<file path="config.mk">
export PLATFORM = sky130hd
export DESIGN_NAME = useq
export DESIGN_NICKNAME = d
export VERILOG_FILES = /design/src/rtl/useq_pkg.sv /design/src/rtl/useq_stack.sv /design/src/rtl/useq.sv
export SDC_FILE = /design/constraint.sdc
export NUM_CORES = 1
export LEC_CHECK = 0
export ABC_AREA = 1
export CAP_MARGIN = 5
export CORE_ASPECT_RATIO = 0.6
export CORE_MARGIN = 1.5
export CORE_UTILIZATION = 45
export DETAILED_ROUTE_END_ITERATION = 10
export GPL_TIMING_DRIVEN = 0
export PLACE_DENSITY = 0.87
export SYNTH_ARGS = -nofsm -noshare
export SYNTH_HDL_FRONTEND = slang
export SYNTH_SLANG_ARGS = --single-unit
export TNS_END_PERCENT = 100
</file>
<file path="constraint.sdc">
create_clock -name clk -period 4.5 [get_ports clk]
set_input_delay 0.9 -clock clk [delete_from_list [all_inputs] [get_ports clk]]
set_output_delay 0.9 -clock clk [all_outputs]
set_load 0.02 [all_outputs]
</file>
<file path="src/rtl/useq_pkg.sv">
// Shared types for the microcode sequencer: next-address ops and interrupt-entry kinds.
package useq_pkg;

  typedef enum logic [2:0] {
    SEQ_NEXT     = 3'd0,
    SEQ_FETCH    = 3'd1,
    SEQ_DISPATCH = 3'd2,
    SEQ_BRANCH   = 3'd3,
    SEQ_JUMP     = 3'd4,
    SEQ_CALL     = 3'd5,
    SEQ_RET      = 3'd6
  } seq_op_t;

  typedef enum logic [1:0] {
    INT_NONE = 2'd0,
    INT_IRQ  = 2'd1,
    INT_NMI  = 2'd2,
    INT_RST  = 2'd3
  } int_kind_t;

endpackage

</file>
<file path="src/rtl/useq_stack.sv">
// Micro-subroutine return stack: small LIFO, synchronous active-low reset clears the pointer.
module useq_stack #(
  parameter int DEPTH = 4,
  parameter int W     = 10
) (
  input  logic         clk,
  input  logic         n_reset,
  input  logic         push,
  input  logic         pop,
  input  logic [W-1:0] din,
  output logic [W-1:0] top,
  output logic         full,
  output logic         empty
);
  localparam int PW = $clog2(DEPTH + 1);
  localparam int IW = (DEPTH > 1) ? $clog2(DEPTH) : 1;

  logic [W-1:0]  mem [DEPTH];
  logic [PW-1:0] sp;

  assign full  = (sp == PW'(DEPTH));
  assign empty = (sp == '0);
  assign top   = mem[IW'(sp - 1'b1)];

  always_ff @(posedge clk) begin
    if (!n_reset)
      sp <= '0;
    else if (push && !full)
      sp <= sp + 1'b1;
    else if (pop && !empty)
      sp <= sp - 1'b1;
  end

  // Storage needs no reset; only the pointer defines validity.
  always_ff @(posedge clk) begin
    if (n_reset && push && !full)
      mem[IW'(sp)] <= din;
  end

endmodule

</file>
<file path="src/rtl/useq.sv">
// Microcode next-address sequencer with interrupt entry and opcode dispatch.
// Optional return stack enabled by defining USEQ_CALL_EN.
module useq
  import useq_pkg::*;
#(
  parameter int AW          = 10,
  parameter int NSLOT       = 3,
  parameter int STACK_DEPTH = 4,
  parameter int FETCH_ADDR  = 0,
  parameter int RST_ENTRY   = 1,
  parameter int IRQ_ENTRY   = 2,
  parameter int NMI_ENTRY   = 3,
  localparam int SW         = (NSLOT > 1) ? $clog2(NSLOT) : 1
) (
  input  logic              clk,
  input  logic              n_reset,
  input  logic              rdy,
  input  logic [2:0]        ctl_op,
  input  logic [SW-1:0]     ctl_sel,
  input  logic [AW-1:0]     ctl_target,
  input  logic              cond,
  input  logic              disp_valid,
  input  logic [NSLOT*AW-1:0] disp_addr,
  input  logic              irq,
  input  logic              nmi,
  input  logic              i_flag,
  output logic [AW-1:0]     mop_addr,
  output logic              at_fetch,
  output logic              disp_req,
  output logic [1:0]        int_kind,
  output logic              err
);
  localparam logic [AW-1:0] FETCH_A = AW'(FETCH_ADDR);
  localparam logic [AW-1:0] RST_A   = AW'(RST_ENTRY);
  localparam logic [AW-1:0] IRQ_A   = AW'(IRQ_ENTRY);
  localparam logic [AW-1:0] NMI_A   = AW'(NMI_ENTRY);

  logic          nmi_prev, nmi_pend;
  logic [AW-1:0] inc, nxt_addr, f_addr;
  int_kind_t     kind_q, nxt_kind, f_kind;
  logic          set_err, take_nmi, f_nmi;
  logic          push, pop, stk_full, stk_empty;
  logic [AW-1:0] stk_top;

  assign inc      = mop_addr + 1'b1;
  assign at_fetch = (mop_addr == FETCH_A);
  assign int_kind = kind_q;

  // Interrupt priority evaluated at every fetch point.
  always_comb begin
    f_addr = FETCH_A;
    f_kind = INT_NONE;
    f_nmi  = 1'b0;
    if (nmi_pend) begin
      f_addr = NMI_A;
      f_kind = INT_NMI;
      f_nmi  = 1'b1;
    end else if (irq && !i_flag) begin
      f_addr = IRQ_A;
      f_kind = INT_IRQ;
    end
  end

  always_comb begin
    nxt_addr = mop_addr;
    nxt_kind = kind_q;
    set_err  = 1'b0;
    take_nmi = 1'b0;
    push     = 1'b0;
    pop      = 1'b0;
    case (ctl_op)
      SEQ_NEXT:   nxt_addr = inc;
      SEQ_FETCH: begin
        nxt_addr = f_addr;
        nxt_kind = f_kind;
        take_nmi = f_nmi;
      end
      SEQ_DISPATCH: begin
        if (int'(ctl_sel) >= NSLOT) begin
          nxt_addr = FETCH_A;
          set_err  = 1'b1;
        end else if (disp_valid) begin
          nxt_addr = disp_addr[int'(ctl_sel)*AW +: AW];
        end
      end
      SEQ_BRANCH: nxt_addr = cond ? ctl_target : inc;
      SEQ_JUMP:   nxt_addr = ctl_target;
`ifdef USEQ_CALL_EN
      SEQ_CALL: begin
        nxt_addr = ctl_target;
        push     = rdy && !stk_full;
        set_err  = stk_full;
      end
      SEQ_RET: begin
        if (stk_empty) begin
          nxt_addr = FETCH_A;
          set_err  = 1'b1;
        end else begin
          nxt_addr = stk_top;
          pop      = rdy;
        end
      end
`else
      SEQ_CALL:   nxt_addr = ctl_target;
      // Without a stack, RET degrades to a fetch and flags the misuse.
      SEQ_RET: begin
        nxt_addr = f_addr;
        nxt_kind = f_kind;
        take_nmi = f_nmi;
        set_err  = 1'b1;
      end
`endif
      default: begin
        nxt_addr = FETCH_A;
        set_err  = 1'b1;
      end
    endcase
  end

`ifdef USEQ_CALL_EN
  useq_stack #(.DEPTH(STACK_DEPTH), .W(AW)) u_stack (
    .clk     (clk),
    .n_reset (n_reset),
    .push    (push),
    .pop     (pop),
    .din     (inc),
    .top     (stk_top),
    .full    (stk_full),
    .empty   (stk_empty)
  );
`else
  assign stk_top   = '0;
  assign stk_full  = 1'b0;
  assign stk_empty = 1'b1;
`endif

  always_ff @(posedge clk) begin
    if (!n_reset) begin
      mop_addr <= RST_A;
      kind_q   <= INT_RST;
      disp_req <= 1'b0;
      err      <= 1'b0;
      nmi_prev <= 1'b0;
      nmi_pend <= 1'b0;
    end else begin
      // Edge detect runs through stalls; a new edge beats consumption.
      nmi_prev <= nmi;
      nmi_pend <= (nmi && !nmi_prev) || (nmi_pend && !(rdy && take_nmi));
      if (rdy) begin
        mop_addr <= nxt_addr;
        kind_q   <= nxt_kind;
        disp_req <= (nxt_addr == FETCH_A);
        err      <= err | set_err;
      end
    end
  end

endmodule

</file>
==> run_1/io_fan.png <==
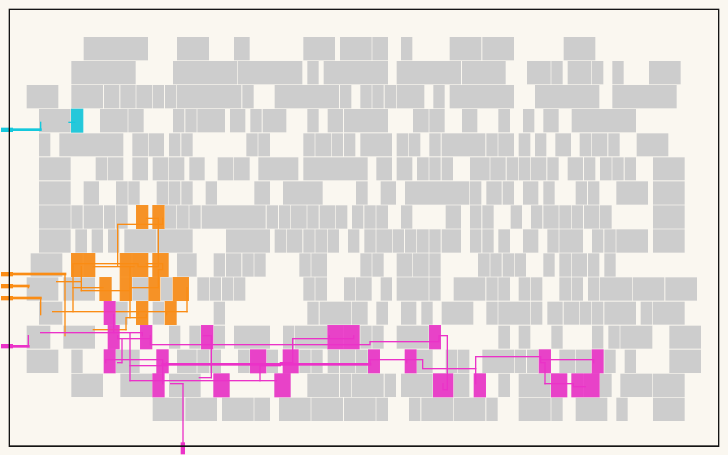
ctl_sel -> magenta  # bits 2, direction input, edge 1 bottom, 1 left, end cells 23, buffers 3, wire 196 um
irq -> cyan  # bits 1, direction input, edge left, end cells 1, buffers 1, wire 4.50 um
ctl_op -> orange  # bits 3, direction input, edge left, end cells 13, buffers 3, wire 112 um

==> run_1/congestion.png <==
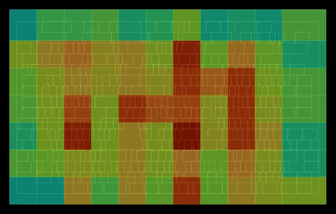
Global Route Usage Sum: 0.252
GRT Max-Usage Layer: met2

==> run_1/metal_density.png <==
Bar = 20 um. 16 x 10 tiles, from dark purple (low) to yellow (high), scaled to the fullest tile. Values are wire area over tile area, all layers added.
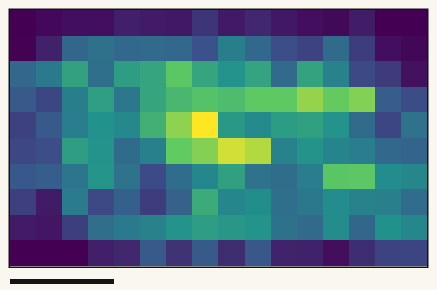
tiles over half the peak = 27%
nearly empty tiles = 5.0%
mean over tiles = 0.21
fullest tile = 0.57
densest ninth of the die = center

==> impl_results.rst, run 1 <==
Implementation results
======================

.. list-table::
   :header-rows: 1

   * - Metric
     - Value
   * - Layout-stage area growth over the synthesis result
     - 46.3%
   * - Routability congestion estimate from global placement
     - 0.945
   * - Post-synth mux share
     - 0
   * - Number of hold violations in the final report
     - 0
   * - Standard-cell row count
     - 16
   * - Worst reg2reg path startpoint
     - mop_addr[0]
   * - Yosys warning tally
     - 0
   * - Cell with the most instances after synthesis
     - sky130_fd_sc_hd__nand2_1
   * - Crit path to
     - at_fetch
   * - Setup violators final
     - 0
   * - Number of synthesized flops with an enable pin
     - 0
   * - Iteration-0 DRC count of the detailed router
     - 137
   * - Total detailed-routing wirelength
     - 4820 um
   * - RSZ-0062 raised after global routing
     - false
   * - Top pwr grp
     - combinational logic
   * - Post-CTS Hold Buffers
     - 0
   * - Post-route core utilization
     - 0.706
   * - Data required time at the worst endpoint
     - 3.60 ns
   * - Critical path arrival
     - 2.02 ns
   * - Detail Route Antenna Nets
     - 0
   * - Worst-case register-to-register setup slack
     - 2.72 ns
   * - Cells in synth_stat.txt
     - 309
   * - Slowest cell delay on critical path
     - 0.68 ns
   * - Status
     - completed
   * - Final Slew Violations
     - 0
   * - Combinational share of power
     - 0.384
   * - Post-Synthesis Cells
     - 309
   * - Leading cell types by count after synthesis
     - sky130_fd_sc_hd__nand2_1 (92), sky130_fd_sc_hd__nor2_1 (54), sky130_fd_sc_hd__inv_1 (44), sky130_fd_sc_hd__nand3_1 (37), sky130_fd_sc_hd__o21ai_0 (17)
   * - Maximum clock insertion buffer count
     - 2
   * - Share of synthesized registers carrying an async set or reset
     - 0
   * - Power dissipated in sequential cells
     - 0.000166 W
   * - I/O Buffers
     - 63
   * - Achievable Freq
     - 342 MHz
   * - Area share, top type
     - 0.215
   * - Static power due to leakage
     - 1.15 nW
   * - Most frequent standard cell in the layout excluding fill and tap cells
     - sky130_fd_sc_hd__nand2_1
   * - Ranking of synthesized cells by area
     - sky130_fd_sc_hd__nand2_1 (22%), sky130_fd_sc_hd__dfxtp_1 (20%), sky130_fd_sc_hd__nor2_1 (13%), sky130_fd_sc_hd__nand3_1 (12%), sky130_fd_sc_hd__inv_1 (10%)
   * - Combinational group power
     - 0.000182 W
   * - Basic Gates by Area
     - 0.487
   * - PostCTS Resize Cnt
     - 0
   * - Overflow after GRT
     - 0
   * - DRC Markers
     - 0
   * - Clock network latency to the later pin of the worst-skew pair
     - 0.25 ns
   * - Top library cells by usage in the layout, fill and taps aside
     - sky130_fd_sc_hd__nand2_1 (92), sky130_fd_sc_hd__clkdlybuf4s50_1 (63), sky130_fd_sc_hd__nor2_1 (54)
   * - Pin count of the biggest net entering global routing
     - 11
   * - Average wire length per cell after detail routing
     - 11.5 um
   * - Post-synthesis sequential area ratio
     - 0.200
   * - End of the worst register-to-register path
     - disp_req
## run 1: kinds of logic after synthesis
group	Yosys count
DFF	16
adders and majority gates	2
buffers and inverters	62
AOI/OAI and AO/OA	39
and+or+nand+nor	190
## run 1: critical path, delay by kind of cell, from the launching register on
kind                       cells  cell delay [ns]
and+or+nand+nor                2             0.44
DFF                            1             0.37
buffers and inverters          2             0.80
adders and majority gates      1             0.16
## run 1: registers in the layout (all words and copies together), names as in the netlist
signal    flops
disp_req      1
int_kind      2
nmi_pend      1
err           1
mop_addr     10
nmi_prev      1
## run 1: metrics by stage
step	total power, W	std cells	cell area (sq um)	hold WS, ns	setup WS, ns
2_1_floorplan	0.000263	309	1600	0.403	2.20
6_report	0.000475	421	2350	0.433	1.58
3_5_place_dp	0.000348	417	2290	0.421	1.82
4_1_cts	0.000477	421	2350	0.436	1.62
3_3_place_gp	0.000345	417	2290	0.424	1.85
5_1_grt	0.000510	421	2350	0.460	1.53
## run 1: routing by layer
layer  routed length, um  vias to the layer above
li1                    -                     1093
met1                2340                      866
met2                1880                       98
met3                 575                        4
met4                  20                        0
met5                   0                        -
## run 1: cell type report
cell class | instances | area, sq um | area share
multi-input cells | 231 | 1030 | 0.438
repair buffers | 63 | 631 | 0.269
flip-flops and latches | 16 | 320 | 0.137
inverters | 53 | 200 | 0.0853
well taps | 45 | 56.3 | 0.0240
clock buffers | 4 | 55.1 | 0.0235
plain buffers | 9 | 55.1 | 0.0235
## run 1: worst min-delay path by stage
| stage | to | slack, ns |
|---|---|---|
| finish | nmi_pend | 0.43 |
| global route | nmi_pend | 0.46 |
| CTS | nmi_pend | 0.44 |
| detailed placement | nmi_pend | 0.42 |
| global placement | nmi_pend | 0.42 |
| floorplan | nmi_pend | 0.40 |
==> run_1/placement_by_type.png <==
Bar = 20 um.
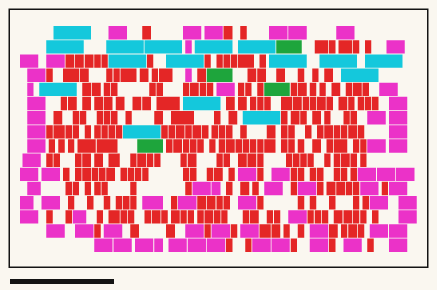

## Run 2: what changed since run 1
- CORE_UTILIZATION: 45 -> 43
- PLACE_DENSITY: 0.87 -> 0.84
- clock period: 4.5 -> 3 ns (I/O delays scaled with it)
==> run_2/placement_by_type.png <==
Bar = 20 um.
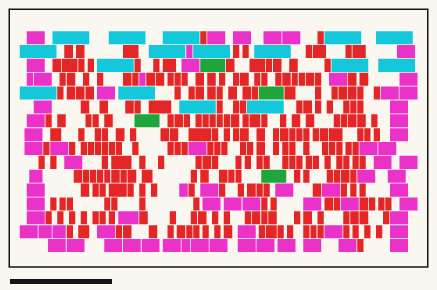
remaining buffers and delay cells -> magenta  # cells 72
combinational and other logic -> red  # cells 284
clock drivers and dummy loads -> green  # cells 4
sequential cells -> cyan  # cells 16

==> run_2/metal_density.png <==
Bar = 20 um. 16 x 10 tiles, from dark purple (low) to yellow (high), scaled to the fullest tile. Values are wire area over tile area, all layers added.
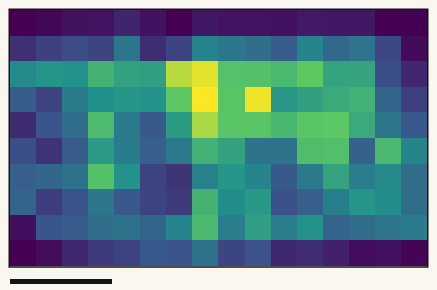
nearly empty tiles = 3.7%
emptiest ninth of the die = lower left
tiles over half the peak = 30%

==> run 2 against run 1 <==
Setup slack got worse by 1.3 ns. Total power rose by 52%. Synthesized cell count did not move. Hold slack improved by 0.0053 ns. Critical path depth did not move. Global-route usage rose by 0.85 points. Highest routed layer unchanged.
==> impl_results.rst, run 2 <==
Implementation results
======================

.. list-table::
   :header-rows: 1

   * - Metric
     - Value
   * - RSZ-0062 raised after global routing
     - false
   * - Cells in synth_stat.txt
     - 309 (unchanged)
   * - Most flops, register
     - mop_addr
   * - Leading cell types by count after synthesis
     - sky130_fd_sc_hd__nand2_1 (92), sky130_fd_sc_hd__nor2_1 (54), sky130_fd_sc_hd__inv_1 (44), sky130_fd_sc_hd__nand3_1 (37), sky130_fd_sc_hd__o21ai_0 (17)
   * - Global Route Usage Sum
     - 0.260 (+0.00846)
   * - Average wire length per cell after detail routing
     - 12.0 um (+4.8%)
   * - Status
     - completed
   * - Post-CTS Hold Buffers
     - 0 (unchanged)
   * - Maximum clock insertion buffer count
     - 2 (unchanged)
   * - Layout-stage area growth over the synthesis result
     - 46.3% (unchanged)
   * - Setup violators final
     - 0 (unchanged)
   * - PostCTS Resize Cnt
     - 0 (unchanged)
   * - I/O Buffers
     - 63 (unchanged)
   * - Post-Synthesis Cells
     - 309 (unchanged)
   * - Slowest cell delay on critical path
     - 0.69 ns (about the same)
   * - Standard-cell row count
     - 16 (unchanged)
   * - Routability congestion estimate from global placement
     - 0.883 (-6.5%)
   * - Critical path arrival
     - 2.09 ns (+0.07 ns)
   * - Dpl cells
     - 417 (unchanged)
   * - Static power due to leakage
     - 1.15 nW (unchanged)
   * - Share of synthesized registers carrying an async set or reset
     - 0 (unchanged)
   * - Number of hold violations in the final report
     - 0 (unchanged)
   * - Ranking of synthesized cells by area
     - sky130_fd_sc_hd__nand2_1 (22%), sky130_fd_sc_hd__dfxtp_1 (20%), sky130_fd_sc_hd__nor2_1 (13%), sky130_fd_sc_hd__nand3_1 (12%), sky130_fd_sc_hd__inv_1 (10%)
   * - Final Slew Violations
     - 0 (unchanged)
   * - Overflow after GRT
     - 0 (unchanged)
   * - Iteration-0 DRC count of the detailed router
     - 119 (-13%)
   * - Worst reg2reg path startpoint
     - mop_addr[0]
   * - Flip-flop count of the largest register, all copies and words added
     - 10 (unchanged)
   * - Total detailed-routing wirelength
     - 5050 um (+4.8%)
   * - Yosys warning tally
     - 0 (unchanged)
   * - Cell with the most instances after synthesis
     - sky130_fd_sc_hd__nand2_1
   * - DRC Markers
     - 0 (unchanged)
   * - Pin count of the biggest net entering global routing
     - 11 (unchanged)
run 2: cell counts in the layout (fill, tap and decap cells not counted):
Identical to the previous run, type by type.
run 2: cell families after synthesis:
kind of cell / synth area share
and+or+nand+nor: 0.487
buffers and inverters: 0.159
AOI/OAI and AO/OA: 0.139
DFF: 0.200
adders and majority gates: 0.0156
run 2: worst paths after layout:
| check | end | slack (ns) | depth (start not counted) |
|---|---|---|---|
| max | at_fetch | 0.31 | 5 |
| min | nmi_pend | 0.44 | 1 |
| max reg2reg | disp_req | 1.18 | 13 |
| min reg2reg | nmi_pend | 0.44 | 1 |
run 2: area by class of cell:
class | count | area (sq um)
multi-input combinational | 231 | 1030
tap | 45 | 56.3
timing repair buffer | 63 | 631
sequential | 16 | 320
buffer | 9 | 55.1
fill | 342 | 1060
clock buffer | 4 | 55.1
inverter | 53 | 200
run 2: stage by stage:
step	worst slack [ns]	total power, W	instance area, sq um
4_1_cts	0.350	0.000724	2350
6_report	0.312	0.000721	2350
3_5_place_dp	0.584	0.000523	2290
3_3_place_gp	0.576	0.000521	2290
2_1_floorplan	1.00	0.000395	1600
5_1_grt	0.196	0.000771	2350
run 2: per-layer routing:
metal	share of wire	global-route usage	wire length [um]	up-vias
met1	0.51	0.383	2590	929
met4	0.0044	0.0282	22	0
met3	0.086	0.0545	434	3
met5	0	0	0	-
li1	-	-	-	1091
met2	0.40	0.400	2000	89
run 2: power by group:
| group | internal [W] | switching (W) |
|---|---|---|
| registers | 0.000228 | 0.0000210 |
| clock network | 0.000117 | 0.0000817 |
| logic | 0.000134 | 0.000141 |
run 2: critical path, delay by kind of cell, from the launching register on:
| family | cells | cell delay (ns) |
|---|---|---|
| buf+inv | 2 | 0.81 |
| simple gates | 2 | 0.48 |
| flops | 1 | 0.38 |
| fa+ha+maj | 1 | 0.16 |
## Run 3: what changed since run 2
- SKIP_CTS_REPAIR_TIMING: unset -> 1
==> run_3/sizes.png <==
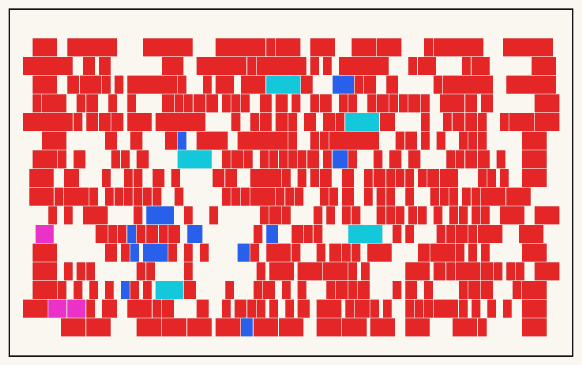
_2 cells -> blue  # cells 12, share 3.2%
_6 and larger -> cyan  # cells 5, share 1.3%
_3 and _4 cells -> magenta  # cells 3, share 0.80%
_0 and _1 cells -> red  # cells 356, share 95%

==> run_3/congestion.png <==
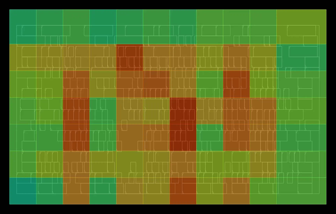
global-route met2 utilization: 0.400
M3 GR Usage: 0.0545
Global Route Usage Sum: 0.260
average wire length per cell after detail routing: 12.0 um

==> run 3 against run 2 <==
Count of clock-buffer cells in the layout unchanged. Wire length is the same. Via count did not move.
==> impl_results.rst, run 3 <==
Implementation results
======================

.. list-table::
   :header-rows: 1

   * - Metric
     - Value
   * - Post-route core utilization
     - 0.689
   * - Iteration-0 DRC count of the detailed router
     - 119 (unchanged)
   * - Final Slew Violations
     - 0 (unchanged)
   * - Number of buffers and inverters on the critical path
     - 2 (unchanged)
   * - Total via count after detailed routing
     - 2,112
   * - Most flops, register
     - mop_addr
   * - Ranking of synthesized cells by area
     - sky130_fd_sc_hd__nand2_1 (22%), sky130_fd_sc_hd__dfxtp_1 (20%), sky130_fd_sc_hd__nor2_1 (13%), sky130_fd_sc_hd__nand3_1 (12%), sky130_fd_sc_hd__inv_1 (10%)
   * - Post-Synthesis Cells
     - 309 (unchanged)
   * - Hold path depth
     - 1 (unchanged)
   * - Final critical-path setup slack
     - 0.312 ns (unchanged)
   * - Cell Area, Placed
     - 2290 sq um (unchanged)
   * - Maximum clock insertion buffer count
     - 2 (unchanged)
   * - Number of cells on the worst reg-to-reg path
     - 13 (unchanged)
   * - Flip-flop count of the largest register, all copies and words added
     - 10 (unchanged)
   * - Filler cell count
     - 342 (unchanged)
   * - Vias per cell
     - 5.02
   * - Total detailed-routing wirelength
     - 5050 um (unchanged)
   * - Count of boundary I/O pins
     - 68
   * - Post-route cell area
     - 2350 sq um (unchanged)
   * - RSZ-0062 raised after global routing
     - false
   * - Router iterations before antenna repair
     - 4
   * - Worst-case register-to-register setup slack
     - 1.18 ns (about the same)
   * - Cells in synth_stat.txt
     - 309 (unchanged)
   * - Clock Sinks
     - 16
   * - Number of hold violations in the final report
     - 0 (unchanged)
   * - Fin crit share
     - 0.896
   * - Overflow after GRT
     - 0 (unchanged)
   * - Share of synthesized registers carrying an async set or reset
     - 0 (unchanged)
   * - Status
     - completed
   * - Hold Path Sink
     - nmi_pend
   * - Layout-stage area growth over the synthesis result
     - 46.3% (unchanged)
   * - Maximum clock skew at final layout
     - 0.00541 ns
   * - DRC Markers
     - 0 (unchanged)
   * - Worst-case setup slack after placement
     - 0.584 ns (unchanged)
   * - Pin count of the biggest net entering global routing
     - 11 (unchanged)
   * - Kind of cell with the highest combined delay on the critical path
     - buffers and inverters
   * - Cell with the most instances after synthesis
     - sky130_fd_sc_hd__nand2_1
   * - Top library cells by usage in the layout, fill and taps aside
     - sky130_fd_sc_hd__nand2_1 (92), sky130_fd_sc_hd__clkdlybuf4s50_1 (63), sky130_fd_sc_hd__nor2_1 (54)
   * - Slowest cell delay on critical path
     - 0.69 ns (about the same)
   * - Setup violators final
     - 0 (unchanged)
   * - Clock input transition at the sequential cells of the worst setup and hold paths
     - 0.06 ns
   * - Routability congestion estimate from global placement
     - 0.883 (unchanged)
   * - Detail Route Antenna Nets
     - 0
   * - Leading cell types by count after synthesis
     - sky130_fd_sc_hd__nand2_1 (92), sky130_fd_sc_hd__nor2_1 (54), sky130_fd_sc_hd__inv_1 (44), sky130_fd_sc_hd__nand3_1 (37), sky130_fd_sc_hd__o21ai_0 (17)
   * - Static power due to leakage
     - 1.15 nW (unchanged)
   * - Standard-cell row count
     - 16 (unchanged)
   * - End of the worst register-to-register path
     - disp_req
   * - Worst reg2reg path startpoint
     - mop_addr[0]
   * - I/O Buffers
     - 63 (unchanged)
   * - Yosys warning tally
     - 0 (unchanged)
[run 3: logic make-up after synthesis]
kind of cell | synth area share
buffers and inverters | 0.159
adder cells (fa/ha/maj) | 0.0156
flip-flops | 0.200
AND/OR/NAND/NOR | 0.487
AND-OR/OR-AND | 0.139
[run 3: routing by layer]
metal	track usage	share of wire
met1	0.383	0.51
met3	0.0545	0.086
met4	0.0282	0.0044
met5	0	0
met2	0.400	0.40
[run 3: how the worst max path moves through the flow]
stage                      from        to  slack (ns)  cells past startpoint
global placement     ctl_sel[0]  disp_req        0.58                     12
finish              mop_addr[0]  at_fetch        0.31                      5
global route        mop_addr[0]  at_fetch        0.20                      5
floorplan           mop_addr[0]  at_fetch        1.00                      4
CTS                 mop_addr[0]  at_fetch        0.35                      5
detailed placement   ctl_sel[0]  disp_req        0.58                     11
[run 3: power by group]
group / internal (W) / total, W / switching (W)
clock network: 0.000117 / 0.000198 / 0.0000817
registers: 0.000228 / 0.000249 / 0.0000210
logic: 0.000134 / 0.000274 / 0.000141
[run 3: layout make-up]
cell class                      count  area, sq um  area share
Buffer                              9         55.1      0.0235
Timing Repair Buffer               63          631       0.269
Inverter                           53          200      0.0853
Multi-Input combinational cell    231         1030       0.438
Tap cell                           45         56.3      0.0240
Sequential cell                    16          320       0.137
Clock buffer                        4         55.1      0.0235
[run 3: through the flow]
step	power (W)	hold slack, ns	cells
detailed placement	0.000523	0.419	417
floorplan	0.000395	0.403	309
global route	0.000771	0.456	421
finish	0.000721	0.439	421
CTS	0.000724	0.437	421
global placement	0.000521	0.425	417
Power is estimated from default activity; no workload was simulated.
